===== src/rtl/modulo_pc_preempcao_pkg.sv =====
// Constants shared by the PC stage, the offset stage and the OS register-file logic:
// memory map of user/OS regions and the privilege-state encoding.
package modulo_pc_preempcao_pkg;

  localparam int unsigned ADDR_WIDTH_PADRAO        = 13;
  localparam int unsigned QUANTUM_WIDTH_PADRAO     = 16;
  localparam int unsigned USER_BASE_PADRAO         = 1000;
  localparam int unsigned ENDERECO_TRATADOR_PADRAO = 4;
  localparam int unsigned PC_RESET_PADRAO          = 0;

  typedef enum logic {
    KERNEL  = 1'b0,
    USUARIO = 1'b1
  } estado_t;

endpackage


===== src/rtl/modulo_pc_preempcao_contador_quantum.sv =====
// Preemption quantum counter: load, saturating decrement while a user program
// advances, and an expiry flag for the advance that consumes the last unit.
module modulo_pc_preempcao_contador_quantum
  import modulo_pc_preempcao_pkg::*;
#(
  parameter int unsigned QUANTUM_WIDTH = QUANTUM_WIDTH_PADRAO
) (
  input  logic                     clock,
  input  logic                     reset_n,
  input  logic                     avanca,
  input  logic                     halt,
  input  logic                     carregar,
  input  logic [QUANTUM_WIDTH-1:0] valor,
  input  logic                     habilitada,
  input  logic                     em_usuario,
  output logic [QUANTUM_WIDTH-1:0] contador,
  output logic                     expira
);

  logic decrementa;

  // A load in the same cycle wins over both decrement and expiry.
  always_comb begin
    decrementa = avanca & em_usuario & habilitada & (contador != '0) & ~carregar;
    expira     = decrementa & (contador == QUANTUM_WIDTH'(1));
  end

  always_ff @(posedge clock or negedge reset_n) begin
    if (!reset_n) begin
      contador <= '0;
    end else if (!halt) begin
      if (carregar) begin
        contador <= valor;
      end else if (decrementa) begin
        contador <= contador - QUANTUM_WIDTH'(1);
      end
    end
  end

endmodule


===== src/rtl/modulo_pc_preempcao.sv =====
// Program counter register with kernel/user tracking and quantum-based preemption
// that redirects execution to the OS handler and saves the interrupted user address.
module modulo_pc_preempcao
  import modulo_pc_preempcao_pkg::*;
#(
  parameter int unsigned ADDR_WIDTH        = ADDR_WIDTH_PADRAO,
  parameter int unsigned QUANTUM_WIDTH     = QUANTUM_WIDTH_PADRAO,
  parameter int unsigned USER_BASE         = USER_BASE_PADRAO,
  parameter int unsigned ENDERECO_TRATADOR = ENDERECO_TRATADOR_PADRAO,
  parameter int unsigned PC_RESET          = PC_RESET_PADRAO
) (
  input  logic                     clock,
  input  logic                     reset_n,
  input  logic [ADDR_WIDTH-1:0]    endereco_proximo,
  input  logic                     habilita,
  input  logic                     halt,
  input  logic [QUANTUM_WIDTH-1:0] quantum_valor,
  input  logic                     quantum_carregar,
  input  logic                     preempcao_habilitada,
  output logic [ADDR_WIDTH-1:0]    pc_atual,
  output logic [ADDR_WIDTH-1:0]    pc_salvo,
  output logic                     modo_usuario,
  output logic                     preempcao,
  output logic [QUANTUM_WIDTH-1:0] contador
);

  localparam logic [ADDR_WIDTH-1:0] BASE_USUARIO = ADDR_WIDTH'(USER_BASE);
  localparam logic [ADDR_WIDTH-1:0] TRATADOR     = ADDR_WIDTH'(ENDERECO_TRATADOR);
  localparam logic [ADDR_WIDTH-1:0] PC_INICIAL   = ADDR_WIDTH'(PC_RESET);

  estado_t estado, estado_prox;
  logic    avanca, destino_usuario, expira, preempta;

  // Expiry on a jump that already leaves user mode is an ordinary exit, not a preemption.
  always_comb begin
    avanca          = habilita & ~halt;
    destino_usuario = (endereco_proximo >= BASE_USUARIO);
    preempta        = expira & destino_usuario;
  end

  modulo_pc_preempcao_contador_quantum #(
    .QUANTUM_WIDTH(QUANTUM_WIDTH)
  ) u_contador (
    .clock     (clock),
    .reset_n   (reset_n),
    .avanca    (avanca),
    .halt      (halt),
    .carregar  (quantum_carregar),
    .valor     (quantum_valor),
    .habilitada(preempcao_habilitada),
    .em_usuario(estado == USUARIO),
    .contador  (contador),
    .expira    (expira)
  );

  always_ff @(posedge clock or negedge reset_n) begin
    if (!reset_n) begin
      estado <= KERNEL;
    end else begin
      estado <= estado_prox;
    end
  end

  always_comb begin
    estado_prox = estado;
    if (preempta) begin
      estado_prox = KERNEL;
    end else if (avanca) begin
      estado_prox = destino_usuario ? USUARIO : KERNEL;
    end
  end

  always_comb begin
    modo_usuario = (estado == USUARIO);
  end

  always_ff @(posedge clock or negedge reset_n) begin
    if (!reset_n) begin
      pc_atual  <= PC_INICIAL;
      pc_salvo  <= '0;
      preempcao <= 1'b0;
    end else begin
      preempcao <= preempta;
      if (preempta) begin
        pc_atual <= TRATADOR;
        pc_salvo <= endereco_proximo;
      end else if (avanca) begin
        pc_atual <= endereco_proximo;
      end
    end
  end

endmodule


===== config.mk =====
export PLATFORM = sky130hd
export DESIGN_NAME = modulo_pc_preempcao
export DESIGN_NICKNAME = d
export VERILOG_FILES = /design/src/rtl/modulo_pc_preempcao_pkg.sv /design/src/rtl/modulo_pc_preempcao_contador_quantum.sv /design/src/rtl/modulo_pc_preempcao.sv
export SDC_FILE = /design/constraint.sdc
export NUM_CORES = 1
export LEC_CHECK = 0
export CORE_ASPECT_RATIO = 0.8
export CORE_MARGIN = 4
export CORE_UTILIZATION = 49
export DETAILED_ROUTE_END_ITERATION = 16
export PLACE_DENSITY = 0.85
export SLEW_MARGIN = 20
export SYNTH_ARGS = -nofsm -noshare
export SYNTH_HDL_FRONTEND = slang
export SYNTH_HIERARCHICAL = 1
export SYNTH_SLANG_ARGS = --single-unit

===== constraint.sdc =====
create_clock -name clock -period 5.23 [get_ports clock]
set_input_delay 1.569 -clock clock [delete_from_list [all_inputs] [get_ports clock]]
set_output_delay 1.569 -clock clock [all_outputs]
set_load 0.05 [all_outputs]

port_trees.png
Drawn at 4 px/um.
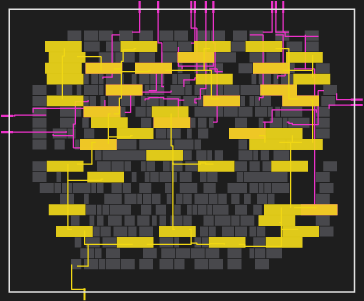
legend:
  magenta:
    port: `pc_atual`
    bits: 13
    direction: output
    end_cells: 13
    wire: 463 um
  yellow:
    port: `reset_n`
    bits: 1
    direction: input
    end_cells: 44
    wire: 330 um

util_map.png
Drawn at 4 px/um. 9 x 7 tiles, from dark blue (low) to red (high), 0 to 100% covered.
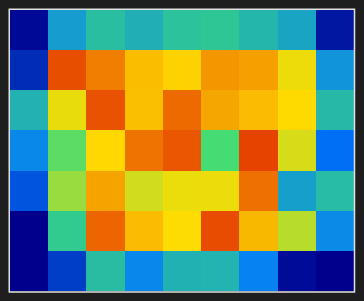
densest ninth of the die: centre
nearly empty tiles: 6.3%
fullest tile: 92%
mean over tiles: 54%

==> impl_metrics.env <==
# implementation run metrics
export IMPL_status="finished, final reports clean"
export IMPL_syn_to_final_growth_pct=40.1
export IMPL_lay_top_cells="clkdlybuf4s50_1, dfrtp_1, nand2_1"
export IMPL_tool_warnings=27
export IMPL_cp_startpoint="halt"
export IMPL_synth_main_ff_cell="dfrtp_1"
export IMPL_async_flop_share_pct=100
export IMPL_drt_iter0_markers=266
export IMPL_wl_um=6460
export IMPL_setup_tns_ps=0
export IMPL_rsz0062_at_grt="no"
export IMPL_pwr_share_clk_pct=28.6
export IMPL_diodes=0
export IMPL_worstRegToRegCells=7
export IMPL_htreeDepth=2
export IMPL_drv_cap=0
export IMPL_edf_count=0
export IMPL_yosys_warnings=6
export IMPL_yosys_cells=230
export IMPL_dieWidth_um=85.9
export IMPL_root_buffer="clkbuf_8"
export IMPL_max_clock_path_buffers=2
export IMPL_seq_area_um2=1100
export IMPL_hold_viol=0
export IMPL_max_freq_mhz=240
export IMPL_ant_nets=0
export IMPL_drc=0
export IMPL_io_pins=79
export IMPL_lay_top_count="clkdlybuf4s50_1"
export IMPL_r2r_slack_ps=2120
export IMPL_start_kind="input port"
export IMPL_period_used_pct=79.8
export IMPL_syn_avg_cell_area_um2=10.3
export IMPL_clock_skew_ps=4.39
export IMPL_layout_min_cycle_time_ps=4170
export IMPL_intPower_w=0.000688
export IMPL_p_per_area_nw_per_um2=318
export IMPL_cts_repair_resized=0
export IMPL_crit_path_max_incr_delay_ps=670
export IMPL_die_area_um2=6040
export IMPL_p_leak_nw=1.34
export IMPL_simple_gate_share_pct=24.1
export IMPL_ys_sh_adder_pct=1.05
export IMPL_track_usage_pct=20.9
export IMPL_grt_pass1_wl_um=9970
export IMPL_ir_drop_mv=0.192
export IMPL_syn_cell_area_um2=2380
export IMPL_critPathSlowestCell="o22ai_4"
placed.png
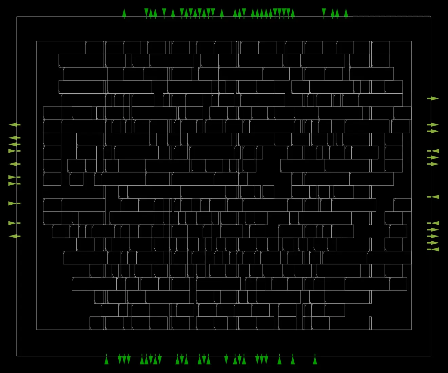
Seq area share: 33.0%
Finished Core Util: 71.7%
Site Rows: 22
num sequential: 44

m1.png
Drawn at 6 px/um. Supply wires on this layer in grey. Cells faint in the background.
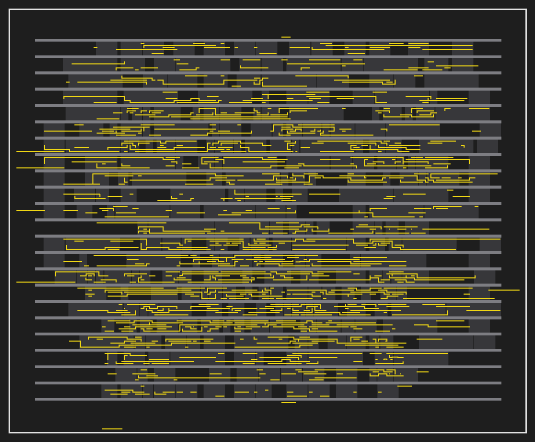
longest straight run: 24.4 um
wire length on this layer: 2920 um

## how the worst max path moves through the flow
stage / endpoint / slack [ps]
finish: pc_salvo[7] / 1060
global route: pc_salvo[3] / 910
CTS: pc_salvo[7] / 1060
detailed placement: pc_salvo[7] / 740
global placement: pc_salvo[6] / 870
floorplan: pc_salvo[10] / 1650
## layer usage
| layer | vias to the layer above | GRT usage, % | share of wire [%] |
|---|---|---|---|
| met5 | - | 0 | 0 |
| met4 | 0 | 5.98 | 1.3 |
| met3 | 11 | 3.54 | 6.7 |
| met2 | 113 | 31.1 | 47 |
| met1 | 1069 | 30.9 | 45 |
| li1 | 1001 | - | - |
## metrics by stage
step	instances	power, W	util, %	worst slack [ps]	hold slack, ps
finish	371	0.00106	71.7	1060	510
global route	371	0.00110	71.7	911	536
CTS	371	0.00106	71.6	1060	512
detailed placement	364	0.000762	68.8	736	491
global placement	364	0.000755	68.8	874	480
floorplan	230	0.000625	-	1650	756
## power by group through the flow
stage          sequential [W]  combinational (W)  clock (W)
2_1_floorplan        0.000538          0.0000870          0
3_3_place_gp         0.000425           0.000330          0
3_5_place_dp         0.000427           0.000334          0
4_1_cts              0.000421           0.000335   0.000306
5_1_grt              0.000427           0.000352   0.000321
6_report             0.000421           0.000335   0.000303
## Yosys cell counts, drive strengths merged, types with 4 or more instances
library cell / n
o21ai: 6
nand3: 5
nand4: 5
nor3: 10
a211oi: 4
buf: 6
nor2: 14
nor4: 6
nand2: 35
inv: 5
a22oi: 4
clkbuf: 4
nor2b: 4
mux2: 13
dfrtp: 44
a21oi: 18
o211ai: 4
nand2b: 4
## tightest hold or removal path: stages, from the launching register on
cell      delay (ps)
dfrtp_1          350
nand2_1           50
nand3b_1          70
## cell families (layout without fill, tap and decap cells)
kind of cell	after synthesis	count (layout)
simple gates	101	101
compound gates	49	49
flops	44	44
mux	16	16
buf+inv	15	96
xor+xnor	3	3
fa+ha+maj	2	2
## state kept, by name, indices dropped and copies added, names as in the netlist
name / count
preempcao: 1
pc_atual: 13
pc_salvo: 13
u_contador/contador: 16
modo_usuario: 1
## area by class of cell
cell class	count	area share, %
multi-input combinational	171	35.6
sequential	44	33.0
timing repair buffer	84	24.7
tap	60	2.25
clock buffer	5	2.06
clock inverter	2	1.80
inverter	5	0.563
Power and IR drop assume default switching activity.
